### src/rtl/seq_detect_sched.sv
// Shares one serial 1101-style sequence detector among NREQ requesters: grant, clear, scan MSB-first, report match count.
// SEQ_SCHED_RR_EN selects round-robin arbitration; when undefined, fixed lowest-index priority is built.
module seq_detect_sched #(
  parameter int WIDTH = 8,
  parameter int NREQ  = 4,
  parameter int CNT_W = 4,
  parameter int ID_W  = 2
) (
  input  logic                  clock,
  input  logic                  reset,
  input  logic [NREQ-1:0]       req,
  input  logic [NREQ*WIDTH-1:0] req_data,
  output logic [NREQ-1:0]       gnt,
  output logic                  det_bit,
  output logic                  det_reset,
  input  logic                  det_flag,
  output logic                  res_valid,
  output logic [ID_W-1:0]       res_id,
  output logic [CNT_W-1:0]      res_count,
  input  logic                  res_ready
);
  localparam int BW = $clog2(WIDTH);

  typedef enum logic [2:0] {IDLE, CLEAR, SHIFT, DRAIN, REPORT} state_t;

  state_t           state, state_nxt;
  logic [WIDTH-1:0] shreg, shreg_nxt;
  logic [BW-1:0]    bitcnt, bitcnt_nxt;
  logic [NREQ-1:0]  gnt_nxt;
  logic             det_bit_nxt, det_reset_nxt, res_valid_nxt;
  logic [ID_W-1:0]  res_id_nxt;
  logic [CNT_W-1:0] res_count_nxt, cnt_inc;
  logic [ID_W-1:0]  win;
  logic             any;

`ifdef SEQ_SCHED_RR_EN
  logic [ID_W-1:0] ptr, ptr_nxt;

  // Search begins one past the last winner and wraps modulo NREQ.
  always_comb begin : arb
    int idx;
    win = '0;
    any = 1'b0;
    idx = 0;
    for (int i = 1; i <= NREQ; i++) begin
      idx = int'(ptr) + i;
      if (idx >= NREQ) idx = idx - NREQ;
      if (!any && req[idx]) begin
        any = 1'b1;
        win = ID_W'(idx);
      end
    end
  end
`else
  always_comb begin : arb
    win = '0;
    any = 1'b0;
    for (int i = NREQ - 1; i >= 0; i--) begin
      if (req[i]) begin
        any = 1'b1;
        win = ID_W'(i);
      end
    end
  end
`endif

  assign cnt_inc = (det_flag && (res_count != {CNT_W{1'b1}})) ? res_count + CNT_W'(1) : res_count;

  always_comb begin
    state_nxt     = state;
    shreg_nxt     = shreg;
    bitcnt_nxt    = bitcnt;
    gnt_nxt       = '0;
    det_bit_nxt   = det_bit;
    det_reset_nxt = det_reset;
    res_valid_nxt = res_valid;
    res_id_nxt    = res_id;
    res_count_nxt = res_count;
`ifdef SEQ_SCHED_RR_EN
    ptr_nxt       = ptr;
`endif
    case (state)
      IDLE: begin
        det_reset_nxt = 1'b1;
        det_bit_nxt   = 1'b0;
        if (any) begin
          gnt_nxt       = NREQ'(1) << win;
          shreg_nxt     = req_data[win*WIDTH +: WIDTH];
          res_id_nxt    = win;
          res_count_nxt = '0;
          det_reset_nxt = 1'b0;
          state_nxt     = CLEAR;
`ifdef SEQ_SCHED_RR_EN
          ptr_nxt       = win;
`endif
        end
      end
      CLEAR: begin
        det_reset_nxt = 1'b1;
        det_bit_nxt   = shreg[WIDTH-1];
        bitcnt_nxt    = BW'(WIDTH - 1);
        state_nxt     = SHIFT;
      end
      SHIFT: begin
        res_count_nxt = cnt_inc;
        if (bitcnt == '0) begin
          det_bit_nxt = 1'b0;
          state_nxt   = DRAIN;
        end else begin
          bitcnt_nxt  = bitcnt - BW'(1);
          shreg_nxt   = shreg << 1;
          det_bit_nxt = shreg[WIDTH-2];
        end
      end
      // Flag raised by the final bit only appears one cycle later.
      DRAIN: begin
        res_count_nxt = cnt_inc;
        res_valid_nxt = 1'b1;
        state_nxt     = REPORT;
      end
      REPORT: begin
        if (res_ready) begin
          res_valid_nxt = 1'b0;
          state_nxt     = IDLE;
        end
      end
      default: state_nxt = IDLE;
    endcase
  end

  always_ff @(posedge clock or negedge reset) begin
    if (!reset) begin
      state     <= IDLE;
      shreg     <= '0;
      bitcnt    <= '0;
      gnt       <= '0;
      det_bit   <= 1'b0;
      det_reset <= 1'b0;
      res_valid <= 1'b0;
      res_id    <= '0;
      res_count <= '0;
`ifdef SEQ_SCHED_RR_EN
      ptr       <= '0;
`endif
    end else begin
      state     <= state_nxt;
      shreg     <= shreg_nxt;
      bitcnt    <= bitcnt_nxt;
      gnt       <= gnt_nxt;
      det_bit   <= det_bit_nxt;
      det_reset <= det_reset_nxt;
      res_valid <= res_valid_nxt;
      res_id    <= res_id_nxt;
      res_count <= res_count_nxt;
`ifdef SEQ_SCHED_RR_EN
      ptr       <= ptr_nxt;
`endif
    end
  end
endmodule
### config.mk
export PLATFORM = sky130hd
export DESIGN_NAME = seq_detect_sched
export DESIGN_NICKNAME = d
export VERILOG_FILES = /design/src/rtl/seq_detect_sched.sv
export SDC_FILE = /design/constraint.sdc
export NUM_CORES = 1
export LEC_CHECK = 0
export ABC_AREA = 1
export CAP_MARGIN = 20
export CORE_MARGIN = 2
export CORE_UTILIZATION = 50
export DETAILED_ROUTE_END_ITERATION = 12
export GPL_TIMING_DRIVEN = 0
export PLACE_DENSITY = 0.85
export SLEW_MARGIN = 20
export SYNTH_ARGS = -nofsm -noshare
export SYNTH_HDL_FRONTEND = slang
export SYNTH_SLANG_ARGS = --single-unit
### constraint.sdc
create_clock -name clock -period 3.8 [get_ports clock]
set_input_delay 0.95 -clock clock [delete_from_list [all_inputs] [get_ports clock]]
set_output_delay 0.95 -clock clock [all_outputs]
set_load 0.05 [all_outputs]
### Wiring by layer

The bar under the picture is 20 um long.
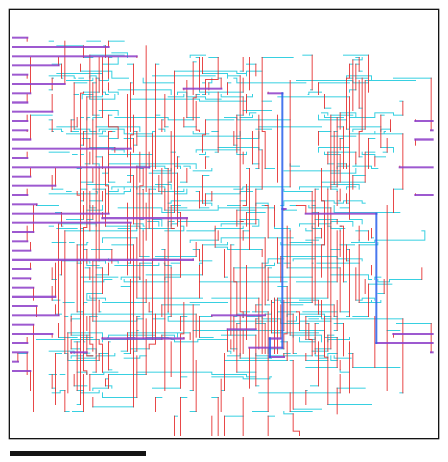
- metal 4: blue (wire length 59.2 um)
- metal 2: red (wire length 1870 um)
- metal 1: cyan (wire length 1640 um)
- metal 3: purple (wire length 319 um)
Wirelength per Cell: 11.0 um
gr usage total: 21.7%
routed via count: 1715
final WL: 3890 um

### Clock wires, drivers and flops

The bar under the picture is 20 um long.
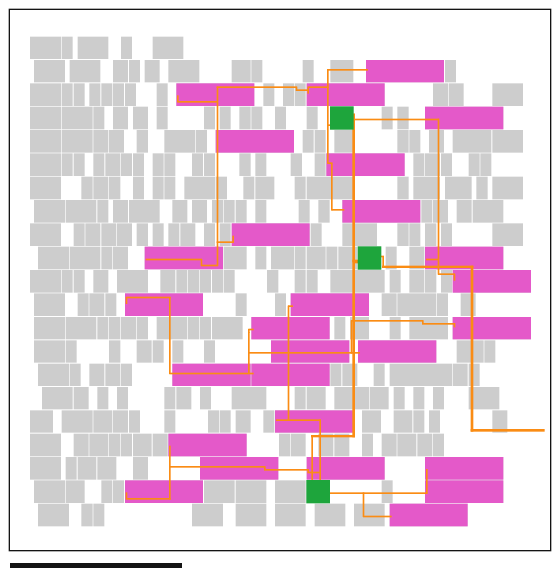
- clock drivers: green (count 3)
- clock wires: orange (length 338 um)
- flip-flops: magenta (count 27)
- routed clock nets: 4
Clock net power: 133 uW
clock skew: 0.00881 ns
Clk Latency, worst-skew pair: 0.34 ns
Clock power frac: 8.5%

### Ports around the boundary

Pins as bars across the die edge, other pins in grey.
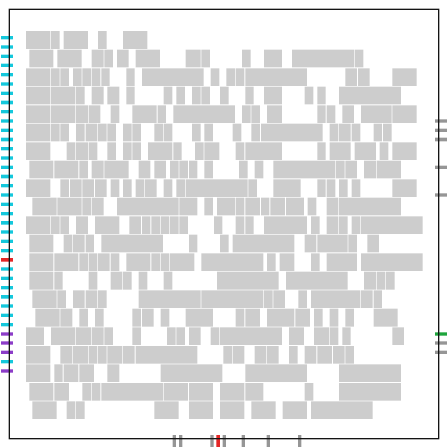
- `req_data`: cyan (pins 32; direction input; edge left)
- `req`: purple (pins 4; direction input; edge left)
- `reset`: green (pins 1; direction input; edge right)
- `res_id`: red (pins 2; direction output; edge 1 left, 1 bottom)
chip height: 62.9 um
Die W: 62.9 um

### Where the registers sit

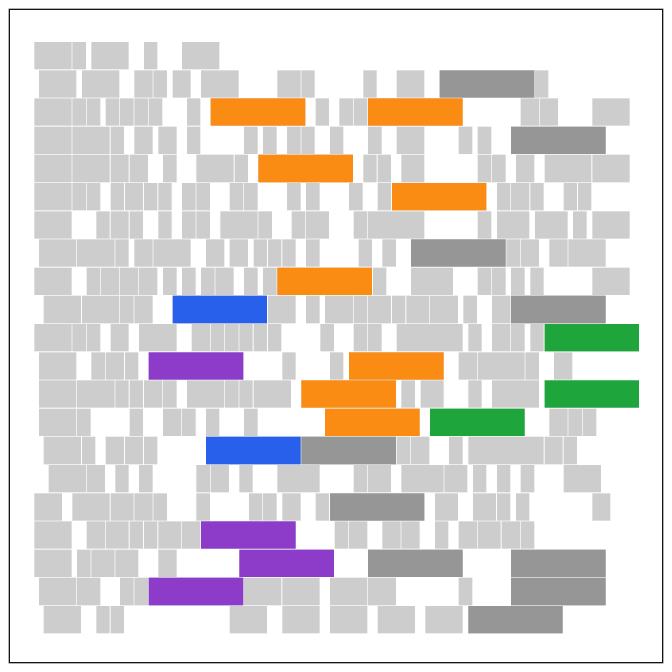
- `bitcnt`: green (sequential cells 3)
- `shreg`: orange (sequential cells 8)
- `gnt`: purple (sequential cells 4)
- `res_id`: blue (sequential cells 2)
seq pwr: 494 uW
Finished Core Util: 69.7%
Storage cell area: 676 um^2

==> state kept, by name, indices dropped and copies added, names as in the netlist <==
signal and cells:
shreg 8, gnt 4, res_count 4, bitcnt 3, state 3, res_id 2, det_bit 1, det_reset 1
res_valid 1
==> logic make-up after synthesis <==
| group | count (synthesis) |
|---|---|
| simple gates | 165 |
| buf+inv | 50 |
| flops | 27 |
| compound gates | 6 |
| fa+ha+maj | 3 |
| xor+xnor | 1 |
==> synthesized netlist by cell type, types with 2 or more instances <==
| cell type | instances |
|---|---|
| nand2_4 | 2 |
| ha_1 | 3 |
| nand4_1 | 6 |
| nand2_1 | 74 |
| inv_2 | 5 |
| nor3_1 | 2 |
| o21ai_0 | 3 |
| buf_4 | 3 |
| nor2_1 | 27 |
| nor2_2 | 5 |
| nand3_1 | 41 |
| a21oi_1 | 2 |
| dfrtp_1 | 27 |
| inv_1 | 39 |
| nand2_2 | 4 |
==> area by class of cell <==
cell class | count | area share, %
Multi-Input combinational cell | 175 | 36.3
Tap cell | 46 | 2.47
Timing Repair Buffer | 51 | 21.7
Clock inverter | 1 | 0.323
Buffer | 5 | 1.77
Inverter | 45 | 7.37
Sequential cell | 27 | 29.0
Clock buffer | 3 | 0.968
==> layer usage <==
layer | up-vias | routed length, um | track usage, %
met1 | 758 | 1640 | 25.4
met2 | 63 | 1870 | 38.8
met4 | 0 | 59 | 6.67
met3 | 7 | 319 | 5.41
li1 | 887 | - | -
met5 | - | 0 | 0
==> metrics by stage <==
stage                     total power [uW]  std cells  instance area [um^2]  utilization (%)  hold WS [ns]
after floorplan                       1180        252                  1730                -         0.440
after global routing                  1700        353                  2330             69.7         0.494
after detailed placement              1440        349                  2300             68.8         0.463
after global placement                1400        349                  2300             69.0         0.457
final                                 1560        353                  2330             69.7         0.478
after CTS                             1570        353                  2330             69.7         0.486
==> impl_metrics.toml <==
# generated from flow reports
[worst_setup_path]
reg2reg_slack_ns = 2.35
path_depth = 1
crit_type = "flop to output port"
critPathSlowestCell = "clkdlybuf4s50_1"
cp.arrival_ns = 1.61

[global_route]
grt_max_degree = 28

[drt]
drc_errors = 0
drt-initial-drc-count = 76

[synth]
ys_sh_aoi_pct = 1.95
synth-xor-area-share_pct = 0.505
top_area_cell = "dfrtp_1"
yosysUniqueCellTypes = 24
top_cell_area_share_pct = 39.0

[timing]
setup_viol = 0
rsz0062_at_grt = "false"
finalClockPeriodUsage_pct = 67.3
finalCriticalPeriod_ns = 2.56
setup_tns_ns = 0

[clock_tree]
cts.sinks = 27
cts_setup_buffers = 0
ctsHtreeMaxLevel = 1
cts_buffers = 3
ctsResizeCount = 0

[outcome]
status = "finished, final reports clean"

[worst_hold_path]
min_to = "bitcnt[0]$_DFFE_PN0P_"

[power_and_ir_drop]
power.group.top = "combinational logic"
p_leak_uw = 0.00127

[place]
numPortBuffers = 51
hpwlAfterDp_um = 3150

[floorplan]
chip_area_um2 = 3960

[final_layout]
comb_area_um2 = 846

[run]
warnings = 27
No activity file was given, so power comes from the tool's default toggle rates.
